**Run 1: placement by cell class**

Scale: 4 px per um.
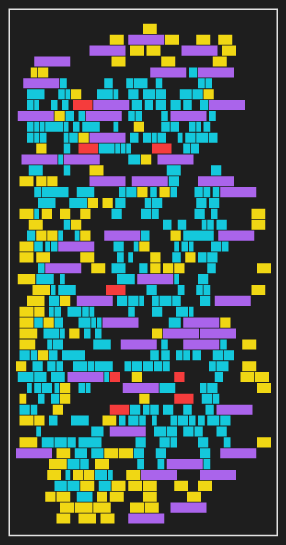
**Run 1: routing congestion**

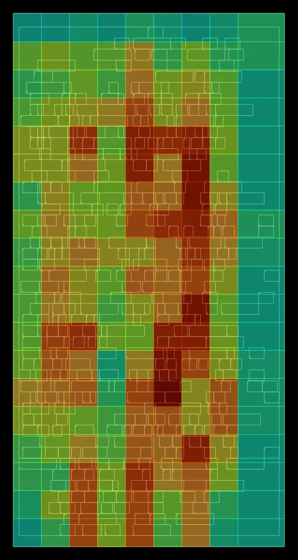
**Run 1: sizing map**

Scale: 4 px per um.
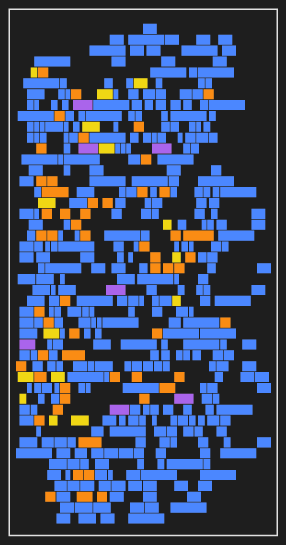
**Run 1: layout detail**

Window x 4 to 29, y 86 to 111 um. Cells in gray, sequential cells in the stronger gray; small squares are vias.
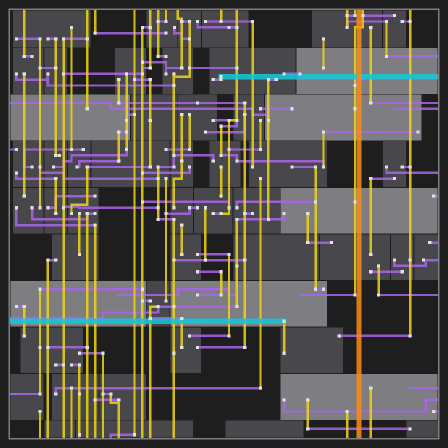
$ cat src/rtl/pipeline_hazard_ctrl.sv
// Stall/flush sequencer for the 5-stage RV32 pipeline: load-use bubbles, branch squashes,
// data-memory freezes with timeout, debug halt/drain/resume and a saturating stall counter.
module pipeline_hazard_ctrl #(
    parameter int MEM_TIMEOUT = 16,
    parameter int CNT_W       = 32
) (
    input  logic             clk,
    input  logic             rst_n,
    input  logic [4:0]       id_rs1,
    input  logic [4:0]       id_rs2,
    input  logic             id_uses_rs1,
    input  logic             id_uses_rs2,
    input  logic [4:0]       ex_rd,
    input  logic             ex_mem_read,
    input  logic             ex_branch_taken,
    input  logic             mem_req,
    input  logic             mem_ready,
    input  logic             dbg_halt_req,
    input  logic             dbg_resume,
    input  logic             stat_clr,
    output logic             pc_en,
    output logic             if_id_en,
    output logic             id_ex_en,
    output logic             ex_mem_en,
    output logic             mem_wb_en,
    output logic             if_id_flush,
    output logic             id_ex_flush,
    output logic             halted,
    output logic             mem_err,
    output logic [CNT_W-1:0] stall_cycles,
    output logic [1:0]       state_dbg
);

    localparam int WCW = $clog2(MEM_TIMEOUT + 1);

    localparam logic [1:0] ST_RUN      = 2'd0;
    localparam logic [1:0] ST_MEM_WAIT = 2'd1;
    localparam logic [1:0] ST_DRAIN    = 2'd2;
    localparam logic [1:0] ST_HALTED   = 2'd3;

    localparam logic [WCW-1:0]   TIMEOUT_V = WCW'(MEM_TIMEOUT);
    localparam logic [2:0]       DRAIN_LAST = 3'd3;
    localparam logic [CNT_W-1:0] CNT_MAX   = {CNT_W{1'b1}};

    logic [1:0]       state_r;
    logic [WCW-1:0]   wait_cnt_r;
    logic [2:0]       drain_cnt_r;
    logic             origin_drain_r;
    logic             mem_err_r;
    logic [CNT_W-1:0] stall_cnt_r;

    logic [1:0]       state_nxt_s;
    logic [WCW-1:0]   wait_cnt_nxt_s;
    logic [2:0]       drain_cnt_nxt_s;
    logic             origin_drain_nxt_s;
    logic             err_set_s;

    logic             lu_s;
    logic             freeze_raw_s;
    logic             timeout_s;
    logic             release_s;
    logic             freeze_s;
    logic             decode_active_s;
    logic             drain_mode_s;
    logic             drain_adv_s;
    logic             stall_inc_s;

    logic             pc_en_s;
    logic             if_id_en_s;
    logic             id_ex_en_s;
    logic             ex_mem_en_s;
    logic             mem_wb_en_s;
    logic             if_id_flush_s;
    logic             id_ex_flush_s;

    function automatic logic load_use(
        input logic [4:0] rs1,
        input logic [4:0] rs2,
        input logic       use1,
        input logic       use2,
        input logic [4:0] rd,
        input logic       is_load
    );
        return is_load & (rd != 5'd0) & ((use1 & (rs1 == rd)) | (use2 & (rs2 == rd)));
    endfunction

    // Hazard terms and the freeze/release qualification of the current cycle
    always_comb begin
        lu_s         = load_use(id_rs1, id_rs2, id_uses_rs1, id_uses_rs2, ex_rd, ex_mem_read);
        freeze_raw_s = mem_req & ~mem_ready;
        timeout_s    = (state_r == ST_MEM_WAIT) & (wait_cnt_r == TIMEOUT_V);
        release_s    = (state_r == ST_MEM_WAIT) & (~freeze_raw_s | timeout_s);
        case (state_r)
            ST_RUN:      freeze_s = freeze_raw_s;
            ST_DRAIN:    freeze_s = freeze_raw_s;
            ST_MEM_WAIT: freeze_s = ~release_s;
            ST_HALTED:   freeze_s = 1'b0;
            default:     freeze_s = 1'b0;
        endcase
        decode_active_s = (state_r != ST_HALTED) & ~freeze_s;
        // A release that lands in DRAIN behaves as a drain cycle so the PC stays put
        drain_mode_s = (state_r == ST_DRAIN) |
                       (release_s & (origin_drain_r | dbg_halt_req));
    end

    // Enable/flush decode: branch > load-use > normal, with the drain override on top
    always_comb begin
        pc_en_s       = 1'b0;
        if_id_en_s    = 1'b0;
        id_ex_en_s    = 1'b0;
        ex_mem_en_s   = 1'b0;
        mem_wb_en_s   = 1'b0;
        if_id_flush_s = 1'b0;
        id_ex_flush_s = 1'b0;
        if (decode_active_s) begin
            id_ex_en_s  = 1'b1;
            ex_mem_en_s = 1'b1;
            mem_wb_en_s = 1'b1;
            if (ex_branch_taken) begin
                pc_en_s       = 1'b1;
                if_id_en_s    = 1'b1;
                if_id_flush_s = 1'b1;
                id_ex_flush_s = 1'b1;
            end else if (lu_s) begin
                pc_en_s       = 1'b0;
                if_id_en_s    = 1'b0;
                id_ex_flush_s = 1'b1;
            end else begin
                pc_en_s    = 1'b1;
                if_id_en_s = 1'b1;
            end
            if (drain_mode_s) begin
                pc_en_s       = ex_branch_taken;
                if_id_flush_s = if_id_en_s;
            end else begin
                pc_en_s = pc_en_s;
            end
        end else begin
            pc_en_s = 1'b0;
        end
    end

    assign pc_en        = rst_n & pc_en_s;
    assign if_id_en     = rst_n & if_id_en_s;
    assign id_ex_en     = rst_n & id_ex_en_s;
    assign ex_mem_en    = rst_n & ex_mem_en_s;
    assign mem_wb_en    = rst_n & mem_wb_en_s;
    assign if_id_flush  = rst_n & if_id_flush_s;
    assign id_ex_flush  = rst_n & id_ex_flush_s;
    assign halted       = (state_r == ST_HALTED);
    assign mem_err      = mem_err_r;
    assign stall_cycles = stall_cnt_r;
    assign state_dbg    = state_r;

    assign drain_adv_s = drain_mode_s & decode_active_s & if_id_en_s;
    assign stall_inc_s = (state_r != ST_HALTED) &
                         (freeze_s | (decode_active_s & ~ex_branch_taken & lu_s));

    // Sequencer next-state and counter updates
    always_comb begin
        state_nxt_s        = state_r;
        wait_cnt_nxt_s     = wait_cnt_r;
        drain_cnt_nxt_s    = drain_cnt_r;
        origin_drain_nxt_s = origin_drain_r;
        err_set_s          = 1'b0;
        case (state_r)
            ST_RUN: begin
                if (freeze_raw_s) begin
                    state_nxt_s        = ST_MEM_WAIT;
                    wait_cnt_nxt_s     = WCW'(1);
                    origin_drain_nxt_s = 1'b0;
                    drain_cnt_nxt_s    = 3'd0;
                end else if (dbg_halt_req) begin
                    state_nxt_s     = ST_DRAIN;
                    drain_cnt_nxt_s = 3'd0;
                end else begin
                    state_nxt_s = ST_RUN;
                end
            end
            ST_DRAIN: begin
                if (freeze_raw_s) begin
                    state_nxt_s        = ST_MEM_WAIT;
                    wait_cnt_nxt_s     = WCW'(1);
                    origin_drain_nxt_s = 1'b1;
                end else if (drain_adv_s) begin
                    drain_cnt_nxt_s = drain_cnt_r + 3'd1;
                    state_nxt_s     = (drain_cnt_r == DRAIN_LAST) ? ST_HALTED : ST_DRAIN;
                end else begin
                    state_nxt_s = ST_DRAIN;
                end
            end
            ST_MEM_WAIT: begin
                if (release_s) begin
                    err_set_s      = timeout_s & freeze_raw_s;
                    wait_cnt_nxt_s = {WCW{1'b0}};
                    if (origin_drain_r | dbg_halt_req) begin
                        if (drain_adv_s) begin
                            drain_cnt_nxt_s = drain_cnt_r + 3'd1;
                            state_nxt_s     = (drain_cnt_r == DRAIN_LAST) ? ST_HALTED : ST_DRAIN;
                        end else begin
                            state_nxt_s = ST_DRAIN;
                        end
                    end else begin
                        state_nxt_s = ST_RUN;
                    end
                end else begin
                    wait_cnt_nxt_s = wait_cnt_r + WCW'(1);
                end
            end
            ST_HALTED: begin
                if (dbg_resume) begin
                    state_nxt_s        = ST_RUN;
                    drain_cnt_nxt_s    = 3'd0;
                    origin_drain_nxt_s = 1'b0;
                end else begin
                    state_nxt_s = ST_HALTED;
                end
            end
            default: begin
                state_nxt_s        = ST_RUN;
                wait_cnt_nxt_s     = {WCW{1'b0}};
                drain_cnt_nxt_s    = 3'd0;
                origin_drain_nxt_s = 1'b0;
            end
        endcase
    end

    // Sequencer state registers
    always_ff @(posedge clk or negedge rst_n) begin
        if (!rst_n) begin
            state_r        <= ST_RUN;
            wait_cnt_r     <= {WCW{1'b0}};
            drain_cnt_r    <= 3'd0;
            origin_drain_r <= 1'b0;
        end else begin
            state_r        <= state_nxt_s;
            wait_cnt_r     <= wait_cnt_nxt_s;
            drain_cnt_r    <= drain_cnt_nxt_s;
            origin_drain_r <= origin_drain_nxt_s;
        end
    end

    // Sticky memory-timeout flag
    always_ff @(posedge clk or negedge rst_n) begin
        if (!rst_n) begin
            mem_err_r <= 1'b0;
        end else if (err_set_s) begin
            mem_err_r <= 1'b1;
        end else begin
            mem_err_r <= mem_err_r;
        end
    end

    // Saturating stall-cycle counter; clear wins over increment
    always_ff @(posedge clk or negedge rst_n) begin
        if (!rst_n) begin
            stall_cnt_r <= {CNT_W{1'b0}};
        end else if (stat_clr) begin
            stall_cnt_r <= {CNT_W{1'b0}};
        end else if (stall_inc_s && (stall_cnt_r != CNT_MAX)) begin
            stall_cnt_r <= stall_cnt_r + CNT_W'(1);
        end else begin
            stall_cnt_r <= stall_cnt_r;
        end
    end

endmodule

$ cat config.mk
export PLATFORM = sky130hd
export DESIGN_NAME = pipeline_hazard_ctrl
export DESIGN_NICKNAME = d
export VERILOG_FILES = /design/src/rtl/pipeline_hazard_ctrl.sv
export SDC_FILE = /design/constraint.sdc
export NUM_CORES = 1
export LEC_CHECK = 0
export CAP_MARGIN = 20
export CORE_ASPECT_RATIO = 2
export CORE_UTILIZATION = 35
export CTS_BUF_LIST = sky130_fd_sc_hd__clkbuf_4 sky130_fd_sc_hd__clkbuf_8
export DETAILED_ROUTE_END_ITERATION = 10
export SKIP_CTS_REPAIR_TIMING = 1
export SLEW_MARGIN = 25
export SYNTH_ARGS = -nofsm -noshare
export SYNTH_HDL_FRONTEND = slang
export SYNTH_SLANG_ARGS = --single-unit
$ cat constraint.sdc
create_clock -name clk -period 2.6 [get_ports clk]
set_input_delay 0.52 -clock clk [delete_from_list [all_inputs] [get_ports clk]]
set_output_delay 0.52 -clock clk [all_outputs]
set_load 0.02 [all_outputs]
==> Changelog: implementation, run 1 <==
### Changed

* Run status: completed
* Initial drt markers at roughly 150
* Multiplexer share of the synthesized area at 0.00771
* Maximum clock skew at final layout at ~0.0066 ns
* Final weighted congestion of routability-driven global placement at between 0.7 and 0.8
* Largest delay share family, worst path: buffers and inverters
* Transition time at the pin with the least slew margin at just over 0.6 ns
* Synth Warn # at 0
* Area of the synthesized netlist per yosys stat at 2920 um2
* Simple-gate share of the synthesized area at 0.291
* Number of maximum-capacitance constraint violations at 0
* Number of multi-input combinational cells in the layout at 257
* Share of the final layout cell area in multi-input gates at 0.420
* M1 WL at 3090 um
* Power consumption at 0.00209 W
* Final-stage net count at about 460
* Share of the cycle needed by the critical path after routing at 0.961
* Top-Level Pins at 69
* Post-synth EDFFs at 0
* Count of mapped cells out of synthesis at about 330
* Clock group power at between 0.0004 and 0.0005 W
* Clock buffers at 7
* Vertical die dimension at 131 um
* Top comb family, area: simple AND/OR/NAND/NOR gates
* Setup total negative slack at 0 ns
* Total clock sinks at 44
* Logic depth of the worst path, buffers included at 8
* Cells in synth_stat.txt at 328
* Rel. slew slack at 0.596
* Highest routed metal layer: met4
* Vias in the first global route at around 3100
* Worst Path Class, Setup: in -> out
* Share of total power in the clock network at 0.233
* Post-Place Cell Area at 3970 um2
* Most common cell after layout, fill and taps aside: clkdlybuf4s50_1
* TritonCTS clock tree: built
* Width of the die at 66.6 um
* Final hold slack at 0.327 ns
* Maximum vdd drop at approximately 0.00044 V
* Proportion of synthesized flip-flops having asynchronous set or reset at 1.00
* P_seq at 0.000771 W
* R2R Path Start: stall_cycles[6]$_DFFE_PN0P_
* GR Layer Usage met2 at 0.412
* Maximum net fanout on the critical path at 3
* Leak at roughly 1.7 nW
* Switching power share of the total at 0.356
* Type of element launching the critical path: input pin
* Register cell area after layout at 1100 um2
* TritonCTS Buffers at 5
* Remaining number of nets flagged by the antenna check after routing at 0
* Power spent charging and discharging nets at 0.000746 W
* Part of the power in combinational logic at 0.399
* Adder share at 0.0385
* CP arrival at 1.98 ns
* Sequential cell count of the final layout at 44
* Fraction of the core area occupied by cells at floorplan at 0.365
* Slowest library cell on the worst path: clkdlybuf4s50_1
* Worst R2R End: stall_cycles[24]$_DFFE_PN0P_
* Cells on worst reg2reg path at 7
* Insertion Delay late pin at just over 0.3 ns
* Top library cells by usage in the layout, fill and taps aside: clkdlybuf4s50_1, buf_4, dfrtp_1, a21oi_1, nand3_1
* Wire length of the first global-routing pass at 14900 um
* Critical path capture point: if_id_flush
* Cell-internal power at 0.00135 W
* Biggest cell category by area in the final layout: combinational gates
* Net Count, Synth at 363
* Number of well taps at 96
* Hpwl dp at around 6700 um
* Finished Layout Cells at 526
Notes on 'placement by cell class' above:
legend:
  combinational and other logic:
    color: cyan
    cells: 265
  remaining buffers and delay cells:
    color: yellow
    cells: 113
  sequential cells:
    color: purple
    cells: 44
  clock drivers and dummy loads:
    color: red
    cells: 8
fraction of area in registers: 0.268
count of standard-cell rows: 46
Core Box Area: 8000 um2
share of the core filled with cells: 0.513

Notes on 'routing congestion' above:
most congested layer reported by global routing: met2
GRT Total Usage: 0.222
routed wirelength normalized by instance count: 16.7 um
met1 Usage GRT: 0.224

Notes on 'sizing map' above:
legend:
  _2 cells:
    color: yellow
    cells: 15
  _6 and larger:
    color: purple
    cells: 7
    most_used: clkbuf_8
  _0 and _1 cells:
    color: blue
    cells: 353
    most_used: clkdlybuf4s50_1
  _3 and _4 cells:
    color: orange
    cells: 55
    most_used: buf_4
cell area after layout: 4100 um2
area added between synthesis and finish: 40.4%
buffers outside the clock class: 113
fin worst setup slack: 0.101 ns

Notes on 'layout detail' above:
legend:
  metal 2:
    color: yellow
  metal 1:
    color: purple
  metal 4:
    color: orange
  metal 3:
    color: cyan
sequential cells in the window: 7
netlist names of flops here include: stall_cycles (3), wait_cnt_r (3)
cells with their middle in the window: 48
most frequent: o21ai_0 (7), dfrtp_1 (7)

-- run 1: state kept, by name, indices dropped and copies added (netlist names) --
register	cells
mem_err	1
stall_cycles	32
state_dbg	2
drain_cnt_r	3
wait_cnt_r	5
origin_drain_r	1
-- run 1: synth_stat cells (all sizes together), types with 5 or more instances --
cell / count / area share
a21oi: 34 / 0.062
nand3: 24 / 0.041
and3: 5 / 0.011
or3: 6 / 0.013
nand4: 13 / 0.028
or4: 23 / 0.059
inv: 8 / 0.010
nand2: 20 / 0.027
and4: 5 / 0.016
ha: 9 / 0.039
nor3: 5 / 0.0086
o21ai: 14 / 0.025
clkbuf: 9 / 0.012
dfrtp: 44 / 0.38
o31ai: 22 / 0.057
buf: 10 / 0.023
nor2: 19 / 0.026
xnor2: 10 / 0.030
==> run 2: changes to the inputs <==
--- a/config.mk
+++ b/config.mk
@@ -9,6 +9,7 @@
 export CORE_ASPECT_RATIO = 2
 export CORE_UTILIZATION = 35
 export CTS_BUF_LIST = sky130_fd_sc_hd__clkbuf_4 sky130_fd_sc_hd__clkbuf_8
+export CTS_CLUSTER_DIAMETER = 30
 export DETAILED_ROUTE_END_ITERATION = 10
 export SKIP_CTS_REPAIR_TIMING = 1
 export SLEW_MARGIN = 25
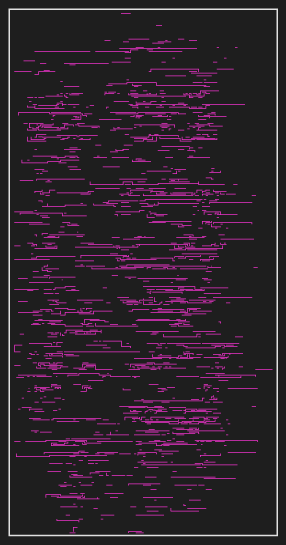
**Above:** run 2 (metal 1).
Scale: 4 px per um.
longest straight run: 19.3 um
nets with wire on the layer: 412
wire length on this layer: 3090 um
share of all routed wire: 35%
Via Count: 3049
total routed wirelength: 8760 um

==> run 2 against run 1 <==
  * Synthesized area did not move
  * Sequential share of layout area is the same
  * Clock-buffer cell count unchanged
  * Synthesized cell count stayed put
  * Sequential power hardly changed
  * Final cell count unchanged
  * Via count did not move
  * Final area unchanged
  * Clock skew did not move
  * First-iteration DRC count unchanged
==> Changelog: implementation, run 2 <==
### Changed

* Share of total power in the clock network at 0.233
* Maximum net fanout on the critical path at 3
* Cells in synth_stat.txt at 328
* Count of standard-cell rows at 46
* Share of the final layout cell area in multi-input gates at 0.420
* Clock buffers at 7
* Share of the cycle needed by the critical path after routing at 0.961
* R2R Path Start: stall_cycles[6]$_DFFE_PN0P_
* Cells on worst reg2reg path at 7
* Synth Warn # at 0
* Hold violation total from the final report at 0
* Logic depth of the worst path, buffers included at 8
* Leak at 1.69 nW
* Setup total negative slack at 0 ns
* Share of the core filled with cells at 0.513
* Post-placement setup slack at -0.608 ns
* Hpwl dp at 6670 um
* Top library cells by usage in the layout, fill and taps aside: clkdlybuf4s50_1, buf_4, dfrtp_1, a21oi_1, nand3_1
* Slowest library cell on the worst path: clkdlybuf4s50_1
* Vertical die dimension at 131 um
* Power consumption at 0.00209 W
* Register cell area after layout at ~1100 um2
* Final-stage net count at between 400 and 500
* Net Count, Synth at 363
* Post-synth top area cell: dfrtp_1
* Core Box Area at about 8000 um2
* Maximum vdd drop at 0.000439 V
* Number of maximum-capacitance constraint violations at 0
* Final weighted congestion of routability-driven global placement at about 0.79
* Final hold slack at 0.327 ns
* Power spent charging and discharging nets at 0.000746 W
* Switching power share of the total at 0.356
* Largest delay share family, worst path: buffers and inverters
* Cell area after layout at 4100 um2
* Maximum clock skew at final layout at approximately 0.0066 ns
* TritonCTS Buffers at 5
* Cell-internal power at 0.00135 W
* Biggest cell category by area in the final layout: combinational gates
* Global route overflow at 0
* Width of the die at 66.6 um
* Routed wirelength normalized by instance count at 16.7 um
* Area added between synthesis and finish at 40.4%
* Remaining number of nets flagged by the antenna check after routing at 0
* Fraction of the core area occupied by cells at floorplan at 0.365
* Worst Path Class, Setup: in -> out
* GRT Total Usage at 0.222
* Worst R2R End: stall_cycles[24]$_DFFE_PN0P_
* Fin worst setup slack at roughly 0.10 ns
* Cells taking the most area after synthesis: dfrtp_1, or4_1, a21oi_1
* Post-Place Cell Area at ~4000 um2
* Fraction of post-synthesis cell area in the top cell type by area at 0.377
* Buffers outside the clock class at 113
* Maximum number of pins on one net before global-route repair at 45
* Wire length of the first global-routing pass at 14900 um
* Number of well taps at 96
* Rel. slew slack at 0.596
* Finished Layout Cells at 526
* TritonCTS clock tree: built
* Fraction of area in registers at 0.268
* Most common cell after layout, fill and taps aside: clkdlybuf4s50_1
* Initial antenna violation count at 0
* Part of the power in combinational logic at 0.399
* Area of the synthesized netlist per yosys stat at 2920 um2
* Initial drt markers at 149
* Post-synth EDFFs at 0
* Vias in the first global route at 3144
* Most used standard cell by instance count after synthesis: dfrtp_1
* Sequential cell count of the final layout at approximately 44
* Max FFs per register at 32
* Top-Level Pins at about 69
* Total clock sinks at 44
* Proportion of synthesized flip-flops having asynchronous set or reset at 1.00
* Number of multi-input combinational cells in the layout at 257
* Residual DRC at 0
* Count of mapped cells out of synthesis at 328
* Run status: completed
* Type of element launching the critical path: input pin
* Leading cell types by count after synthesis: dfrtp_1, a21oi_1, nand3_1
* Average via count per standard cell at 5.80
* CP arrival at 1.98 ns
* Insertion Delay late pin at 0.31 ns
* Critical path capture point: if_id_flush
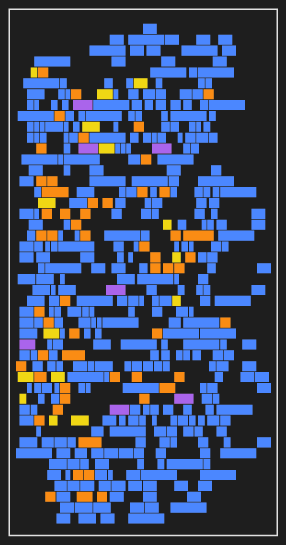
**Above:** run 2 (sizing map).
Scale: 4 px per um.
legend:
  _3 and _4 cells:
    color: orange
    cells: 55
    most_used: buf_4
  _2 cells:
    color: yellow
    cells: 15
  _6 and larger:
    color: purple
    cells: 7
    most_used: clkbuf_8
  _0 and _1 cells:
    color: blue
    cells: 353
    most_used: clkdlybuf4s50_1

==> run 2: power by group through the flow <==
stage	logic [W]	clock network (W)	registers, W
floorplan	0.000439	0	0.000811
global placement	0.000822	0	0.000782
detailed placement	0.000836	0	0.000785
CTS	0.000843	0.000505	0.000771
global route	0.000919	0.000526	0.000778
finish	0.000835	0.000488	0.000771
==> run 2: layer usage <==
metal,vias to the layer above,GRT usage,share of wire
li1,1459,-,-
met1,1486,0.224,0.35
met2,83,0.412,0.58
met3,21,0.0330,0.033
met4,0,0.112,0.039
met5,-,0,0
==> run 2: cell families after synthesis <==
family,count (synthesis),synth area share
muxes,2,0.00771
xor gates and xnor gates,10,0.0300
DFF,44,0.377
AOI/OAI and AO/OA,93,0.211
and+or+nand+nor,143,0.291
adders and majority gates,9,0.0385
buffers and inverters,27,0.0450
==> run 3: changes to the inputs <==
--- a/config.mk
+++ b/config.mk
@@ -11,6 +11,7 @@
 export CTS_BUF_LIST = sky130_fd_sc_hd__clkbuf_4 sky130_fd_sc_hd__clkbuf_8
 export CTS_CLUSTER_DIAMETER = 30
 export DETAILED_ROUTE_END_ITERATION = 10
+export HOLD_SLACK_MARGIN = 0.12
 export SKIP_CTS_REPAIR_TIMING = 1
 export SLEW_MARGIN = 25
 export SYNTH_ARGS = -nofsm -noshare
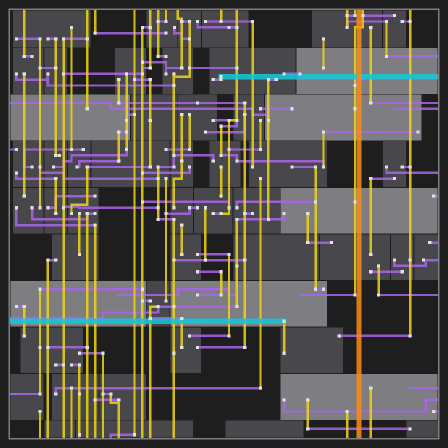
**Above:** run 3 (layout detail).
Window x 4 to 29, y 86 to 111 um. Cells in gray, sequential cells in the stronger gray; small squares are vias.
legend:
  metal 2:
    color: yellow
  metal 3:
    color: cyan
  metal 4:
    color: orange
  metal 1:
    color: purple
sequential cells in the window: 7
netlist names of flops here include: stall_cycles (3), wait_cnt_r (3)
cells with their middle in the window: 48
most frequent: o21ai_0 (7), dfrtp_1 (7)

==> run 3 against run 2 <==
  * Maximum frequency unchanged
  * Via count is the same
  * Final cell count unchanged
  * Die area unchanged
  * Sequential power barely moved
  * Wire length is the same
  * Clock skew unchanged
  * Highest routed layer unchanged
==> Changelog: implementation, run 3 <==
### Changed

* Critical path capture point: if_id_flush
* Total routed wirelength at 8760 um
* Max FFs per register at 32
* Share of the core filled with cells at 0.513
* Final weighted congestion of routability-driven global placement at 0.793
* Maximum number of pins on one net before global-route repair at 45
* Proportion of synthesized flip-flops having asynchronous set or reset at 1.00
* Multiplexer share of the synthesized area at 0.00771
* P_seq at about 0.00077 W
* Via Count at between 3000 and 4000
* Clock group power at 0.000488 W
* Final hold slack at 0.327 ns
* Worst R2R End: stall_cycles[24]$_DFFE_PN0P_
* Post-placement setup slack at -0.608 ns
* Area of the synthesized netlist per yosys stat at 2920 um2
* Count of standard-cell rows at 46
* Fin worst setup slack at approximately 0.1 ns
* Unrepaired setup endpoints after global routing: false
* Residual DRC at 0
* Vias in the first global route at 3144
* Wire length of the first global-routing pass at about 15000 um
* Met3 layer wire length in the routed design at 291 um
* Most common cell after layout, fill and taps aside: clkdlybuf4s50_1
* Total clock sinks at around 44
* Cell-internal power at 0.00135 W
* Top-Level Pins at roughly 70
* Leading cell types by count after synthesis: dfrtp_1, a21oi_1, nand3_1
* Insertion Delay late pin at between 0.3 and 0.4 ns
* Simple-gate share of the synthesized area at 0.291
* Cells taking the most area after synthesis: dfrtp_1, or4_1, a21oi_1
* Post-synth EDFFs at 0
* Area added between synthesis and finish at 40.4%
* Top library cells by usage in the layout, fill and taps aside: clkdlybuf4s50_1, buf_4, dfrtp_1, a21oi_1, nand3_1
* Top power group: combinational cells
* Finished Layout Cells at around 530
* Width of the die at about 67 um
* Core Box Area at 8000 um2
* Setup total negative slack at 0 ns
* Post-synth top area cell: dfrtp_1
* Maximum clock skew at final layout at about 0.0066 ns
* Number of maximum-capacitance constraint violations at 0
* Share of the cycle needed by the critical path after routing at 0.961
* TritonCTS Buffers at 5
* Part of the power in combinational logic at 0.399
* Most used standard cell by instance count after synthesis: dfrtp_1
* Power consumption at 0.00209 W
* M1 WL at approximately 3100 um
* Run status: completed
* Power spent charging and discharging nets at around 0.00075 W
* Top comb family, area: simple AND/OR/NAND/NOR gates
* Initial antenna violation count at 0
* Power Combinational at 0.000835 W
* Routed length on met2 at 5040 um
* Cell area after layout at 4100 um2
* Transition time at the pin with the least slew margin at 0.606 ns
* Adder share at 0.0385
* Fraction of post-synthesis cell area in the top cell type by area at 0.377
* XOR/XNOR Fraction of Synth Area at 0.0300
* Highest routed metal layer: met4
* Compound Share, Synth at 0.211
* Global route overflow at 0
* Post-Place Cell Area at 3970 um2
* GRT Total Usage at 0.222
* Count of mapped cells out of synthesis at 328
* Average via count per standard cell at 5.80
* Synth Warn # at 0
* Cells in synth_stat.txt at 328
* Routed wirelength normalized by instance count at 16.7 um
* Net Count, Synth at between 300 and 400
* Hpwl dp at approximately 6700 um
* Maximum net fanout on the critical path at 3
* Rel. slew slack at 0.596
* TritonCTS clock tree: built
* Initial drt markers at approximately 150
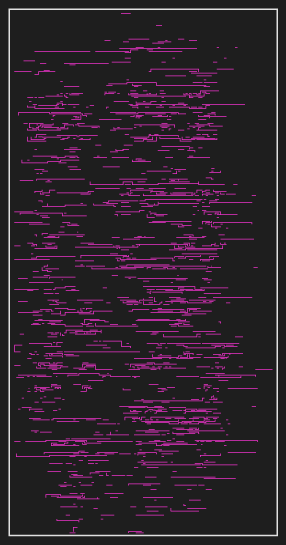
**Above:** run 3 (metal 1).
Scale: 4 px per um.
nets with wire on the layer: 412
main direction: horizontal
wire length on this layer: 3090 um
longest straight run: 19.3 um

run 3: cell counts after synthesis:
No cell type changed its count.
run 3: layout make-up:
type | instances | area [um2] | area share
clock buffers | 7 | 90.1 | 0.0220
clock inverters | 1 | 7.51 | 0.00183
inverters | 8 | 30.0 | 0.00732
multi-input cells | 257 | 1720 | 0.420
flip-flops and latches | 44 | 1100 | 0.268
well taps | 96 | 120 | 0.0293
repair buffers | 113 | 1030 | 0.251
run 3: metal layers:
metal	GRT usage	vias to the layer above
met5	0	-
met4	0.112	0
met2	0.412	83
met3	0.0330	21
li1	-	1459
met1	0.224	1486
run 3: critical path, cell delays in order:
cell             delay [ns]
clkdlybuf4s50_1        0.47
xnor2_1                0.14
nand4_1                0.14
o22ai_2                0.16
nand2_1                0.09
and2_4                 0.17
a21boi_2               0.14
buf_4                  0.16
Power figures rest on the tool's default switching activity, not on a simulated workload.
